**src/rtl/tpu_pkg.sv**
```systemverilog
// Shared definitions for the TPU pooling datapath: default sample width,
// pooling mode encoding and a lane-offset helper. Optional macro: MAXPOOL_STREAM_SIGNED_EN.
package tpu_pkg;

    localparam int DATA_W_DEF = 8;

    typedef enum logic {
        POOL_MAX = 1'b0,
        POOL_AVG = 1'b1
    } pool_mode_e;

    // Bit offset of lane 'lane' in a bus of equally sized lanes.
    function automatic int lane_lsb(input int lane, input int width);
        return lane * width;
    endfunction

endpackage

```
**src/rtl/pool_combine.sv**
```systemverilog
// One-channel pooling combiner: max of two operands, or their full-width sum.
// MAXPOOL_STREAM_SIGNED_EN selects two's-complement operands.
module pool_combine
    import tpu_pkg::*;
#(
    parameter int IN_W = 8
) (
    input  logic [IN_W-1:0] a_i,
    input  logic [IN_W-1:0] b_i,
    input  logic            mode_i,
    output logic [IN_W:0]   y_o
);

`ifdef MAXPOOL_STREAM_SIGNED_EN
    // Sign-extend one bit so the sum cannot overflow and max compares signed.
    logic signed [IN_W:0] a_x;
    logic signed [IN_W:0] b_x;
    logic signed [IN_W:0] y_x;

    assign a_x = {a_i[IN_W-1], a_i};
    assign b_x = {b_i[IN_W-1], b_i};

    always_comb begin
        y_x = a_x;
        if (mode_i == POOL_AVG) begin
            y_x = a_x + b_x;
        end else if (b_x > a_x) begin
            y_x = b_x;
        end
    end

    assign y_o = y_x;
`else
    logic [IN_W:0] a_x;
    logic [IN_W:0] b_x;

    assign a_x = {1'b0, a_i};
    assign b_x = {1'b0, b_i};

    always_comb begin
        y_o = a_x;
        if (mode_i == POOL_AVG) begin
            y_o = a_x + b_x;
        end else if (b_x > a_x) begin
            y_o = b_x;
        end
    end
`endif

endmodule

```
**src/rtl/maxpool_stream.sv**
```systemverilog
// Streaming 2x2 stride-2 max/average pooling with a half-row line buffer.
// Optional macro: MAXPOOL_STREAM_SIGNED_EN (two's-complement samples).
module maxpool_stream
    import tpu_pkg::*;
#(
    parameter int DATA_W = DATA_W_DEF,
    parameter int CH     = 1,
    parameter int IMG_W  = 24,
    parameter int IMG_H  = 24
) (
    input  logic                 clk,
    input  logic                 rst,
    input  logic                 pool_mode,
    input  logic                 s_valid,
    output logic                 s_ready,
    input  logic [CH*DATA_W-1:0] s_data,
    output logic                 m_valid,
    input  logic                 m_ready,
    output logic [CH*DATA_W-1:0] m_data,
    output logic                 m_last,
    output logic                 frame_done
);

    localparam int COL_W = (IMG_W > 2) ? $clog2(IMG_W) : 1;
    localparam int ROW_W = (IMG_H > 2) ? $clog2(IMG_H) : 1;
    localparam int HALF  = IMG_W / 2;
    localparam int LB_AW = (HALF > 1) ? $clog2(HALF) : 1;
    localparam int PW    = DATA_W + 1;
    localparam int VW    = DATA_W + 2;

    logic [COL_W-1:0]       col_q, col_d;
    logic [ROW_W-1:0]       row_q, row_d;
    logic                   mode_q, mode_d;
    logic [CH*DATA_W-1:0]   h_reg_q, h_reg_d;
    logic                   m_valid_q, m_valid_d;
    logic [CH*DATA_W-1:0]   m_data_q, m_data_d;
    logic                   m_last_q, m_last_d;
    logic                   frame_done_q, frame_done_d;

    logic [CH*PW-1:0]       lbuf_q [HALF];
    logic [CH*PW-1:0]       lb_rd;
    logic [CH*PW-1:0]       pair;
    logic [CH*VW-1:0]       vert;
    logic [CH*DATA_W-1:0]   result;
    logic [LB_AW-1:0]       lb_idx;

    logic accept;
    logic last_col;
    logic last_row;

    // Downstream slot is free, or is being emptied this cycle.
    assign s_ready  = !m_valid_q || m_ready;
    assign accept   = s_valid && s_ready;
    assign last_col = (col_q == COL_W'(IMG_W - 1));
    assign last_row = (row_q == ROW_W'(IMG_H - 1));
    assign lb_idx   = LB_AW'(col_q >> 1);
    assign lb_rd    = lbuf_q[lb_idx];

    for (genvar c = 0; c < CH; c++) begin : g_lane
        pool_combine #(.IN_W(DATA_W)) u_pair (
            .a_i    (h_reg_q[lane_lsb(c, DATA_W) +: DATA_W]),
            .b_i    (s_data[lane_lsb(c, DATA_W) +: DATA_W]),
            .mode_i (mode_q),
            .y_o    (pair[lane_lsb(c, PW) +: PW])
        );

        pool_combine #(.IN_W(PW)) u_vert (
            .a_i    (lb_rd[lane_lsb(c, PW) +: PW]),
            .b_i    (pair[lane_lsb(c, PW) +: PW]),
            .mode_i (mode_q),
            .y_o    (vert[lane_lsb(c, VW) +: VW])
        );

        // Average drops the two LSBs of the 4-sample sum (floor; arithmetic when signed).
        assign result[lane_lsb(c, DATA_W) +: DATA_W] = (mode_q == POOL_AVG)
            ? vert[lane_lsb(c, VW) + 2 +: DATA_W]
            : vert[lane_lsb(c, VW) +: DATA_W];
    end

    always_comb begin
        col_d        = col_q;
        row_d        = row_q;
        mode_d       = mode_q;
        h_reg_d      = h_reg_q;
        m_valid_d    = m_valid_q;
        m_data_d     = m_data_q;
        m_last_d     = m_last_q;
        frame_done_d = 1'b0;

        if (m_valid_q && m_ready) begin
            m_valid_d = 1'b0;
        end

        if (accept) begin
            if (col_q == '0 && row_q == '0) begin
                mode_d = pool_mode;
            end

            if (!col_q[0]) begin
                h_reg_d = s_data;
            end else if (row_q[0]) begin
                m_valid_d = 1'b1;
                m_data_d  = result;
                m_last_d  = last_col && last_row;
            end

            if (last_col) begin
                col_d = '0;
                row_d = last_row ? '0 : row_q + ROW_W'(1);
            end else begin
                col_d = col_q + COL_W'(1);
            end

            frame_done_d = last_col && last_row;
        end
    end

    always_ff @(posedge clk) begin
        if (rst) begin
            col_q        <= '0;
            row_q        <= '0;
            mode_q       <= POOL_MAX;
            h_reg_q      <= '0;
            m_valid_q    <= 1'b0;
            m_data_q     <= '0;
            m_last_q     <= 1'b0;
            frame_done_q <= 1'b0;
        end else begin
            col_q        <= col_d;
            row_q        <= row_d;
            mode_q       <= mode_d;
            h_reg_q      <= h_reg_d;
            m_valid_q    <= m_valid_d;
            m_data_q     <= m_data_d;
            m_last_q     <= m_last_d;
            frame_done_q <= frame_done_d;
        end
    end

    // Line buffer holds even-row pair results; it is fully rewritten every frame.
    always_ff @(posedge clk) begin
        if (accept && col_q[0] && !row_q[0]) begin
            lbuf_q[lb_idx] <= pair;
        end
    end

    assign m_valid    = m_valid_q;
    assign m_data     = m_data_q;
    assign m_last     = m_last_q;
    assign frame_done = frame_done_q;

endmodule

```
**config.mk**
```make
export PLATFORM = sky130hd
export DESIGN_NAME = maxpool_stream
export DESIGN_NICKNAME = d
export VERILOG_FILES = /design/src/rtl/tpu_pkg.sv /design/src/rtl/pool_combine.sv /design/src/rtl/maxpool_stream.sv
export SDC_FILE = /design/constraint.sdc
export NUM_CORES = 1
export LEC_CHECK = 0
export CORE_MARGIN = 10
export CORE_UTILIZATION = 46
export DETAILED_ROUTE_END_ITERATION = 12
export PLACE_DENSITY_LB_ADDON = 0.12
export SLEW_MARGIN = 15
export SYNTH_ARGS = -nofsm -noshare
export SYNTH_HDL_FRONTEND = slang
export SYNTH_SLANG_ARGS = --single-unit
```
**constraint.sdc**
```tcl
create_clock -name clk -period 4.6 [get_ports clk]
set_input_delay 1.15 -clock clk [delete_from_list [all_inputs] [get_ports clk]]
set_output_delay 1.15 -clock clk [all_outputs]
set_load 0.01 [all_outputs]
```
==> flow_metrics.env, run 1 <==
# yosys + openroad results
export IMPL_fp_nets=586
export IMPL_clk_latency_ns=0.42
export IMPL_synth_area_per_cell_um2=13.2
export IMPL_r2r_cells=18
export IMPL_synthTopLogicFamily="multiplexers"
export IMPL_clock_net_power_mw=1.31
export IMPL_cts_tree="yes"
export IMPL_ys_sh_mux=0.128
export IMPL_aoi_share=0.0971
export IMPL_worstReg2RegEnd="m_data[4]$_SDFFE_PP0P_"
export IMPL_reg2reg_slack_ns=0.78
export IMPL_clockRootBuffer="clkbuf_16"
export IMPL_chipArea_mm2=0.0206
export IMPL_most_common_layout_cells="edfxtp_1, buf_4, nor2_1, dfxtp_1"
export IMPL_grt_ovfl_total=0
export IMPL_warnings=44
export IMPL_drc_errors=0
export IMPL_drive_gt1_frac=0.266
export IMPL_yosys_stat_cells=534
export IMPL_adder_share=0.0706
export IMPL_synth_edff_count=108
export IMPL_diodes=0
export IMPL_finalSetupViolations=0
export IMPL_peakVddDrop_mv=0.269
export IMPL_dpl_cell_area_mm2=0.00798
export IMPL_path_max_fanout=4
export IMPL_endpoint_kind="register"
export IMPL_startpoint_type="input port"
export IMPL_swShare=0.262
export IMPL_antenna_found_initial=0
export IMPL_grt_pass1_vias=4639
export IMPL_cts_max_level=4
export IMPL_slowest_stage="clkdlybuf4s50_1"
export IMPL_clock_fmax_mhz=227
export IMPL_top_area_cell="edfxtp_1"
export IMPL_post_cts_buffers=0
export IMPL_clkPwrFrac=0.394
export IMPL_ys_types=62
export IMPL_critical_path_class="input port to register"
export IMPL_wl_per_cell_um=18.6
export IMPL_yosysWarnings=0
export IMPL_clk_path_buf_depth=2
export IMPL_ys_area_mm2=0.00702
export IMPL_hold_ws_ns=0.462
export IMPL_pwr_share_comb=0.174
export IMPL_hold_viol_final=0
export IMPL_cpMostUsedCell="buf_4"
export IMPL_ant_nets=0
export IMPL_dp_hpwl_um=10900
export IMPL_comb_cell_power_mw=0.577
export IMPL_cts_sinks=142
export IMPL_simple_gate_share=0.0998
export IMPL_die_w_um=144
export IMPL_io_pins=25
export IMPL_status="finished, final reports clean"
export IMPL_top_cell_area_share=0.462
export IMPL_yosys_top_cells_area="edfxtp_1, dfxtp_1, ha_1"
export IMPL_grt_max_degree=31
export IMPL_holdPathEnd="m_data[7]$_SDFFE_PP0P_"
export IMPL_p_int_mw=2.45
export IMPL_core_rowCount=45
export IMPL_finClkSkew_ns=0.00988
export IMPL_powerDensity_mw_per_mm2=372
export IMPL_die_height_um=144
export IMPL_p_total_mw=3.32
export IMPL_grt_first_pass_wirelength_um=24700
export IMPL_min_period_ns=4.41
export IMPL_slew_violations=0
export IMPL_synth_area_mm2=0.00702
export IMPL_p_sw_mw=0.869
export IMPL_place_ws_ns=-0.578
export IMPL_xor_area_frac=0.00873
export IMPL_fillers=1210
export IMPL_slew_headroom=0.370
export IMPL_fin_nets=700
export IMPL_fin_crit_sh=0.959
export IMPL_syn_inst=534
export IMPL_ys_ff=142
export IMPL_numCtsBuffers=17
export IMPL_port_buffers=24
export IMPL_worst_ep_arrival_time_ns=4.74
export IMPL_ys_seq_frac=0.559
export IMPL_cts_hold_buffers=0
export IMPL_r2r_start="h_reg_q[7]$_SDFFE_PP0P_"
export IMPL_min_delay_path_depth=2
export IMPL_required_ns=4.93
export IMPL_hold_start="m_data[7]$_SDFFE_PP0P_"
export IMPL_hp_class="register to register"
export IMPL_async_flop_share=0
export IMPL_critPathMaxStageDelay_ns=0.46
export IMPL_layout_top_cell="edfxtp_1"
export IMPL_worstMarginPinSlew_ns=0.941
export IMPL_gp_congestion=0.848
export IMPL_total_leakage_power_nw=3.32
export IMPL_synth_most_common_cell="edfxtp_1"
export IMPL_synthFlopType="edfxtp_1"
export IMPL_path_clk_slew_ns=0.06
export IMPL_p_seq_frac=0.433
export IMPL_viasPerCell=5.49
export IMPL_track_usage=0.158
export IMPL_crit_chain="clkdlybuf4s50_1 > ha_4 > nand4_1 > or2_1 > buf_4 > and3_1 > a221oi_2 > a31oi_2 > ha_1 > and2_1 > a221oi_2 > a31oi_4 > buf_4 > nor3_2 > buf_4 > buf_4 > a21oi_1 > a311oi_1"
export IMPL_drtIter0Drc=290
[run 1: metrics by stage]
| stage | instances | setup TNS (ns) |
|---|---|---|
| CTS | 841 | 0 |
| global route | 849 | -0.0225 |
| finish | 849 | 0 |
| floorplan | 534 | 0 |
| detailed placement | 809 | -3.64 |
| global placement | 809 | -3.21 |
[run 1: worst max-delay path by stage]
stage | slack [ns] | start | endpoint
after floorplan | 0.05 | s_data[5] | m_data[4]$_SDFFE_PP0P_
after global placement | -0.46 | s_data[7] | m_data[4]$_SDFFE_PP0P_
after detailed placement | -0.58 | s_data[7] | m_data[4]$_SDFFE_PP0P_
after CTS | 0.03 | s_data[0] | m_data[2]$_SDFFE_PP0P_
after global routing | -0.02 | s_data[2] | m_data[4]$_SDFFE_PP0P_
final | 0.19 | s_data[3] | m_data[4]$_SDFFE_PP0P_
[run 1: per-layer routing]
metal  track usage  share of wire  vias up
met5             0              0        -
met4        0.0537          0.011        0
met3        0.0376          0.039       12
met2         0.248           0.48       76
met1         0.209           0.47     2306
li1              -              -     2265
[run 1: area by class of cell]
type / instances / area [um^2] / share of cell area
timing repair buffer: 114 / 938 / 0.105
clock inverter: 14 / 133 / 0.0149
multi-input combinational: 343 / 3150 / 0.353
sequential: 142 / 3920 / 0.440
clock buffer: 18 / 429 / 0.0481
tap: 188 / 235 / 0.0264
inverter: 30 / 113 / 0.0126
[run 1: state kept, by name (all words and copies together) (netlist names), named ones only]
register    cells
row_q           5
h_reg_q         8
m_data          8
m_last          1
mode_q          1
frame_done      1
lbuf_q        108
m_valid         1
col_q           5
[run 1: critical path: cells and delay by family]
kind | cells | cell delay (ns)
fa+ha+maj | 2 | 0.62
simple gates | 5 | 0.81
compound gates | 6 | 1.10
buf+inv | 5 | 1.06
==> run_1/detail.png <==
Window x 59 to 84, y 59 to 84 um. Cells in gray, sequential cells in the stronger gray; small squares are vias.
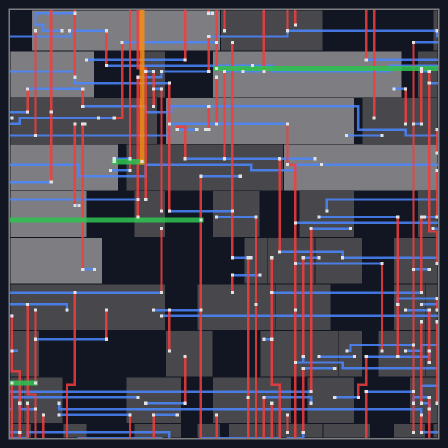
- blue: metal 1
- orange: metal 4
- green: metal 3
- red: metal 2
- netlist names of flops here include: `lbuf_q` (5)
- sequential cells in the window: 5
- cells with their middle in the window: 32
- most frequent: buf_4 (6), edfxtp_1 (5), ha_1 (4)

==> run_1/sizes.png <==
Drawn at 3 px/um.
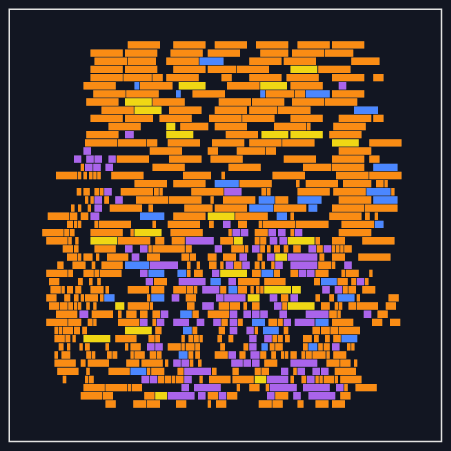
- blue: _2 cells (cells 37; most used mux4_2)
- yellow: _6 and larger (cells 26; most used clkbuf_16)
- purple: _3 and _4 cells (cells 113; most used buf_4)
- orange: _0 and _1 cells (cells 485; most used edfxtp_1)
buffers outside the clock class: 114
setup ws final: 0.187 ns
area delta synth->final: 27.0%
final instance area: 0.00892 mm^2

==> run_1/layer_met2.png <==
Drawn at 2 px/um.
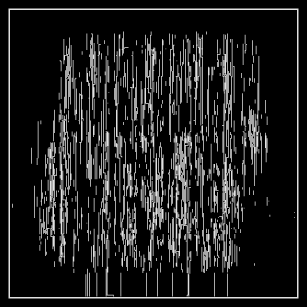
- share of all routed wire: 48%
- nets with wire on the layer: 589
- main direction: vertical
- wire length on this layer: 7600 um
- longest straight run: 48.3 um
Vias: 4659
grt met2 use: 0.248
WL final: 15800 um

==> run_1/flops_by_reg.png <==
Drawn at 2 px/um. Other sequential cells in the stronger gray, the rest of the logic in the fainter gray.
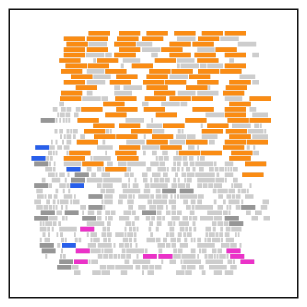
- orange: `lbuf_q` (placed flops 108)
- blue: `col_q` (placed flops 5; where left middle)
- magenta: `h_reg_q` (placed flops 8)
- not colored: 21
Core Util, Final: 0.591
Flop area: 0.00392 mm^2
Seq area share: 0.440
power of the sequential group: 1.44 mW

==> run 2, diff against run 1 <==
--- a/config.mk
+++ b/config.mk
@@ -8,6 +8,7 @@
 export CORE_MARGIN = 10
 export CORE_UTILIZATION = 46
 export DETAILED_ROUTE_END_ITERATION = 12
+export GPL_ROUTABILITY_DRIVEN = 0
 export PLACE_DENSITY_LB_ADDON = 0.12
 export SLEW_MARGIN = 15
 export SYNTH_ARGS = -nofsm -noshare
==> run_2/flops_by_reg.png <==
Drawn at 2 px/um. Other sequential cells in the stronger gray, the rest of the logic in the fainter gray.
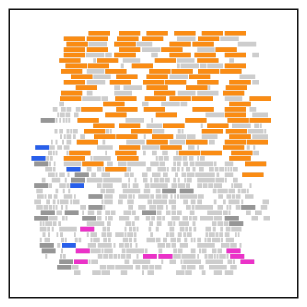
- orange: `lbuf_q` (placed flops 108)
- blue: `col_q` (placed flops 5; where left middle)
- magenta: `h_reg_q` (placed flops 8)

==> run 2 against run 1 <==
Effect of this change: clock skew unchanged; design area unchanged; wire length unchanged; worst setup slack unchanged; clock-buffer cell count unchanged; sequential share of layout area unchanged; clock power about the same; non-clock buffer count unchanged; register-to-register slack about the same; global-route usage unchanged; die size unchanged; final cell count unchanged; critical path type unchanged; critical endpoint unchanged; highest routed layer unchanged.
==> flow_metrics.env, run 2 <==
# yosys + openroad results
export IMPL_clock_fmax_mhz=227
export IMPL_design_seq_count=142
export IMPL_path_clk_slew_ns=0.06
export IMPL_final_setup_tns_ns=0
export IMPL_buffers=114
export IMPL_synth_area_mm2=0.00702
export IMPL_clk_latency_ns=0.42
export IMPL_final_util=0.591
export IMPL_ant_nets=0
export IMPL_top_area_cell="edfxtp_1"
export IMPL_min_period_ns=4.41
export IMPL_largest_register="lbuf_q"
export IMPL_most_common_layout_cells="edfxtp_1, buf_4, nor2_1, dfxtp_1"
export IMPL_regArea_mm2=0.00392
export IMPL_grt_pass1_vias=4639
export IMPL_async_flop_share=0
export IMPL_ys_types=62
export IMPL_crit_chain="clkdlybuf4s50_1 > ha_4 > nand4_1 > or2_1 > buf_4 > and3_1 > a221oi_2 > a31oi_2 > ha_1 > and2_1 > a221oi_2 > a31oi_4 > buf_4 > nor3_2 > buf_4 > buf_4 > a21oi_1 > a311oi_1"
export IMPL_vias=4659
export IMPL_final_clk_cell_share=0.0630
export IMPL_inverters=30
export IMPL_dp_hpwl_um=10900
export IMPL_io_pins=25
export IMPL_syn_to_final_growth_pct=27.0
export IMPL_total_leakage_power_nw=3.32
export IMPL_chipArea_mm2=0.0206
export IMPL_fp_nets=586
export IMPL_worst_ep_arrival_time_ns=4.74
export IMPL_syn_inst=534
export IMPL_grt_ovfl_total=0
export IMPL_finalInstanceArea_mm2=0.00892
export IMPL_buffer_area_frac=0.105
export IMPL_synthFlopType="edfxtp_1"
export IMPL_warnings=44
export IMPL_fin_nets=700
export IMPL_finClkSkew_ns=0.00988
export IMPL_yosysWarnings=0
export IMPL_worstMarginPinSlew_ns=0.941
export IMPL_viasPerCell=5.49
export IMPL_slowest_stage="clkdlybuf4s50_1"
export IMPL_cts_sinks=142
export IMPL_synth_most_common_cell="edfxtp_1"
export IMPL_largest_cell_class="registers"
export IMPL_wl_per_cell_um=18.6
export IMPL_hold_viol_final=0
export IMPL_diodes=0
export IMPL_powerDensity_mw_per_mm2=372
export IMPL_critical_path_class="input port to register"
export IMPL_comb_area_frac=0.353
export IMPL_clockRootBuffer="clkbuf_16"
export IMPL_peakVddDrop_mv=0.269
export IMPL_largest_reg_flops=108
export IMPL_slew_headroom=0.370
export IMPL_finalSetupViolations=0
export IMPL_combGateArea_mm2=0.00315
export IMPL_yosys_stat_cells=534
export IMPL_sh_seq_area=0.440
export IMPL_critPathMaxStageDelay_ns=0.46
export IMPL_p_total_mw=3.32
export IMPL_die_w_um=144
export IMPL_status="finished, final reports clean"
export IMPL_ys_seq_frac=0.559
export IMPL_taps=188
export IMPL_grt_max_degree=31
export IMPL_track_usage=0.158
export IMPL_path_max_fanout=4
export IMPL_hold_ws_ns=0.462
export IMPL_port_buffers=24
export IMPL_synth_edff_count=108
export IMPL_dpl_cell_area_mm2=0.00798
export IMPL_cts_max_level=4
export IMPL_core_rowCount=45
export IMPL_cts_hold_buffers=0
export IMPL_fillers=1210
export IMPL_drive_gt1_frac=0.266
export IMPL_slew_violations=0
export IMPL_cpMostUsedCell="buf_4"
-- run 2: cells by family (layout without fill, tap and decap cells) --
| group | count (synthesis) | count (layout) | share of synthesized area |
|---|---|---|---|
| xor+xnor | 7 | 7 | 0.00873 |
| buf+inv | 49 | 176 | 0.0367 |
| fa+ha+maj | 39 | 39 | 0.0706 |
| compound gates | 99 | 99 | 0.0971 |
| mux | 50 | 50 | 0.128 |
| simple gates | 148 | 148 | 0.0998 |
| flops | 142 | 142 | 0.559 |
-- run 2: final timing paths --
kind | from | slack (ns) | depth (start not counted) | to
max | s_data[3] | 0.19 | 18 | m_data[4]$_SDFFE_PP0P_
min | m_data[7]$_SDFFE_PP0P_ | 0.46 | 2 | m_data[7]$_SDFFE_PP0P_
max reg2reg | h_reg_q[7]$_SDFFE_PP0P_ | 0.78 | 18 | m_data[4]$_SDFFE_PP0P_
min reg2reg | m_data[7]$_SDFFE_PP0P_ | 0.46 | 2 | m_data[7]$_SDFFE_PP0P_
-- run 2: routing by layer --
| metal | GRT usage | routed length [um] | part of all wire |
|---|---|---|---|
| met4 | 0.0537 | 172 | 0.011 |
| met5 | 0 | 0 | 0 |
| met1 | 0.209 | 7420 | 0.47 |
| met2 | 0.248 | 7600 | 0.48 |
| met3 | 0.0376 | 615 | 0.039 |
-- run 2: timing repair --
item | CTS | global route
buffers inserted | 0 | 8
pin swaps | 0 | 31
setup endpoints to repair | 7 | 8
resized | 3 | 53
-- run 2: report_power, final --
part	total (mW)	internal, mW	switching, mW
combinational	0.577	0.271	0.306
sequential	1.44	1.43	0.0105
clock	1.31	0.755	0.553
-- run 2: stage by stage --
stage	worst slack [ns]	cells
floorplan	0.0459	534
global placement	-0.459	809
detailed placement	-0.578	809
CTS	0.0277	841
global route	-0.0180	849
finish	0.187	849
==> run 3, diff against run 2 <==
--- a/config.mk
+++ b/config.mk
@@ -5,6 +5,7 @@
 export SDC_FILE = /design/constraint.sdc
 export NUM_CORES = 1
 export LEC_CHECK = 0
+export CAP_MARGIN = 20
 export CORE_MARGIN = 10
 export CORE_UTILIZATION = 46
 export DETAILED_ROUTE_END_ITERATION = 12
@@ -14,3 +15,4 @@
 export SYNTH_ARGS = -nofsm -noshare
 export SYNTH_HDL_FRONTEND = slang
 export SYNTH_SLANG_ARGS = --single-unit
+export TNS_END_PERCENT = 30
==> run_3/flops_by_reg.png <==
Drawn at 2 px/um. Other sequential cells in the stronger gray, the rest of the logic in the fainter gray.
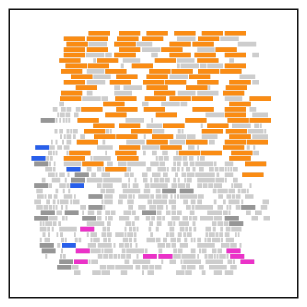
- orange: `lbuf_q` (placed flops 108)
- magenta: `h_reg_q` (placed flops 8)
- blue: `col_q` (placed flops 5; where left middle)
- not colored: 21

==> run 3 against run 2 <==
Effect of this change: via count is the same; non-clock buffer count is the same; die size is the same; clock skew is the same; synthesized area is the same; fmax is the same; register-to-register slack is essentially flat; sequential cell count is the same; clock-buffer cell count is the same; largest power group unchanged; highest routed layer unchanged.
==> flow_metrics.env, run 3 <==
# yosys + openroad results
export IMPL_status="finished, final reports clean"
export IMPL_die_height_um=144
export IMPL_dpl_cell_area_mm2=0.00798
export IMPL_io_pins=25
export IMPL_grt_ovfl_total=0
export IMPL_port_buffers=24
export IMPL_drive_gt1_frac=0.266
export IMPL_clock_fmax_mhz=227
export IMPL_finalSetupViolations=0
export IMPL_powerDensity_mw_per_mm2=372
export IMPL_clk_path_buf_depth=2
export IMPL_synth_area_per_cell_um2=13.2
export IMPL_aoi_share=0.0971
export IMPL_simple_gate_share=0.0998
export IMPL_syn_to_final_growth_pct=27.0
export IMPL_clock_net_power_mw=1.31
export IMPL_grt_first_pass_wirelength_um=24700
export IMPL_crit_chain="clkdlybuf4s50_1 > ha_4 > nand4_1 > or2_1 > buf_4 > and3_1 > a221oi_2 > a31oi_2 > ha_1 > and2_1 > a221oi_2 > a31oi_4 > buf_4 > nor3_2 > buf_4 > buf_4 > a21oi_1 > a311oi_1"
export IMPL_warnings=44
export IMPL_core_rowCount=45
export IMPL_ys_types=62
export IMPL_fillers=1210
export IMPL_r2r_cells=18
export IMPL_finalInstanceArea_mm2=0.00892
export IMPL_path_clk_slew_ns=0.06
export IMPL_startpoint_type="input port"
export IMPL_slew_violations=0
export IMPL_path_max_fanout=4
export IMPL_worstMarginPinSlew_ns=0.941
export IMPL_path_delay_family="AND-OR/OR-AND gates"
export IMPL_synth_edff_count=108
export IMPL_top_cell_area_share=0.462
export IMPL_p_sw_mw=0.869
export IMPL_drc_errors=0
export IMPL_syn_inst=534
export IMPL_adder_share=0.0706
export IMPL_synth_most_common_cell="edfxtp_1"
export IMPL_chipArea_mm2=0.0206
export IMPL_cts_sinks=142
export IMPL_clkPwrFrac=0.394
export IMPL_wl_per_cell_um=18.6
export IMPL_min_period_ns=4.41
export IMPL_numCtsBuffers=17
export IMPL_yosys_stat_cells=534
export IMPL_fin_nets=700
export IMPL_yosys_top_cells_area="edfxtp_1, dfxtp_1, ha_1"
export IMPL_critical_path_class="input port to register"
export IMPL_most_common_layout_cells="edfxtp_1, buf_4, nor2_1, dfxtp_1"
export IMPL_grt_max_degree=31
export IMPL_hold_viol_final=0
export IMPL_hold_ws_ns=0.462
export IMPL_slew_headroom=0.370
export IMPL_min_delay_path_depth=2
export IMPL_ys_area_mm2=0.00702
export IMPL_ys_seq_frac=0.559
export IMPL_drtIter0Drc=290
export IMPL_maxPowerGroup="registers"
export IMPL_critPathMaxStageDelay_ns=0.46
export IMPL_layout_top_cell="edfxtp_1"
export IMPL_required_ns=4.93
export IMPL_ys_ff=142
export IMPL_dp_hpwl_um=10900
export IMPL_total_leakage_power_nw=3.32
export IMPL_grt_pass1_vias=4639
export IMPL_cts_hold_buffers=0
export IMPL_endpoint_kind="register"
export IMPL_antenna_found_initial=0
export IMPL_ys_sh_mux=0.128
export IMPL_powerSeq_mw=1.44
export IMPL_synth_area_mm2=0.00702
export IMPL_slowest_stage="clkdlybuf4s50_1"
export IMPL_clockRootBuffer="clkbuf_16"
export IMPL_die_w_um=144
export IMPL_pwr_share_comb=0.174
export IMPL_p_seq_frac=0.433
export IMPL_track_usage=0.158
export IMPL_synthFlopType="edfxtp_1"
export IMPL_largest_reg_flops=108
export IMPL_viasPerCell=5.49
export IMPL_synthTopLogicFamily="multiplexers"
export IMPL_first_pass_iters=5
export IMPL_async_flop_share=0
export IMPL_p_int_mw=2.45
export IMPL_swShare=0.262
export IMPL_p_total_mw=3.32
export IMPL_finClkSkew_ns=0.00988
export IMPL_yosysWarnings=0
export IMPL_clk_latency_ns=0.42
export IMPL_diodes=0
export IMPL_fin_ws_ns=0.187
export IMPL_largest_register="lbuf_q"
export IMPL_final_setup_tns_ns=0
export IMPL_cpMostUsedCell="buf_4"
export IMPL_fp_nets=586
export IMPL_hp_class="register to register"
export IMPL_place_ws_ns=-0.578
export IMPL_vias=4659
export IMPL_critPathBufInv=5
export IMPL_cts_max_level=4
export IMPL_comb_cell_power_mw=0.577
export IMPL_peakVddDrop_mv=0.269
export IMPL_wirelength_um=15800
export IMPL_xor_area_frac=0.00873
export IMPL_worst_ep_arrival_time_ns=4.74
export IMPL_cts_tree="yes"
export IMPL_top_area_cell="edfxtp_1"
export IMPL_ant_nets=0
export IMPL_crit_cells=18
export IMPL_fin_crit_sh=0.959
==> run 3: cell counts in the layout (fill, tap and decap cells not counted) <==
Identical to the previous run, type by type.
==> run 3: per-layer routing <==
layer	track usage	wire length, um	up-vias
met5	0	0	-
met4	0.0537	172	0
met3	0.0376	615	12
met2	0.248	7600	76
met1	0.209	7420	2306
li1	-	-	2265
==> run 3: path summary, 6_finish.rpt <==
| path | start | endpoint | slack, ns |
|---|---|---|---|
| max | s_data[3] | m_data[4]$_SDFFE_PP0P_ | 0.19 |
| max reg2reg | h_reg_q[7]$_SDFFE_PP0P_ | m_data[4]$_SDFFE_PP0P_ | 0.78 |
| min | m_data[7]$_SDFFE_PP0P_ | m_data[7]$_SDFFE_PP0P_ | 0.46 |
| min reg2reg | m_data[7]$_SDFFE_PP0P_ | m_data[7]$_SDFFE_PP0P_ | 0.46 |
==> run 3: what timing repair did <==
action / CTS / global route
setup endpoints to repair: 7 / 8
pin swaps: 0 / 31
setup buffers: 0 / 8
gates resized: 3 / 53
endpoints found under the hold margin: 0 / 0
==> run 3: cell type report <==
class	instances	area [um^2]	share of cell area
repair buffers	114	938	0.105
well taps	188	235	0.0264
flip-flops and latches	142	3920	0.440
inverters	30	113	0.0126
clock buffers	18	429	0.0481
multi-input cells	343	3150	0.353
clock inverters	14	133	0.0149
==> run 3: metrics by stage <==
step | utilization | std cells
4_1_cts | 0.567 | 841
5_1_grt | 0.591 | 849
3_5_place_dp | 0.529 | 809
2_1_floorplan | - | 534
3_3_place_gp | 0.529 | 809
6_report | 0.591 | 849
==> run 3: cell families (layout without fill, tap and decap cells) <==
group	Yosys count	in the layout
flip-flops	142	142
multiplexers	50	50
buffers and inverters	49	176
XOR/XNOR	7	7
AND-OR/OR-AND	99	99
AND/OR/NAND/NOR	148	148
adder cells (fa/ha/maj)	39	39
Power is estimated from default activity; no workload was simulated.
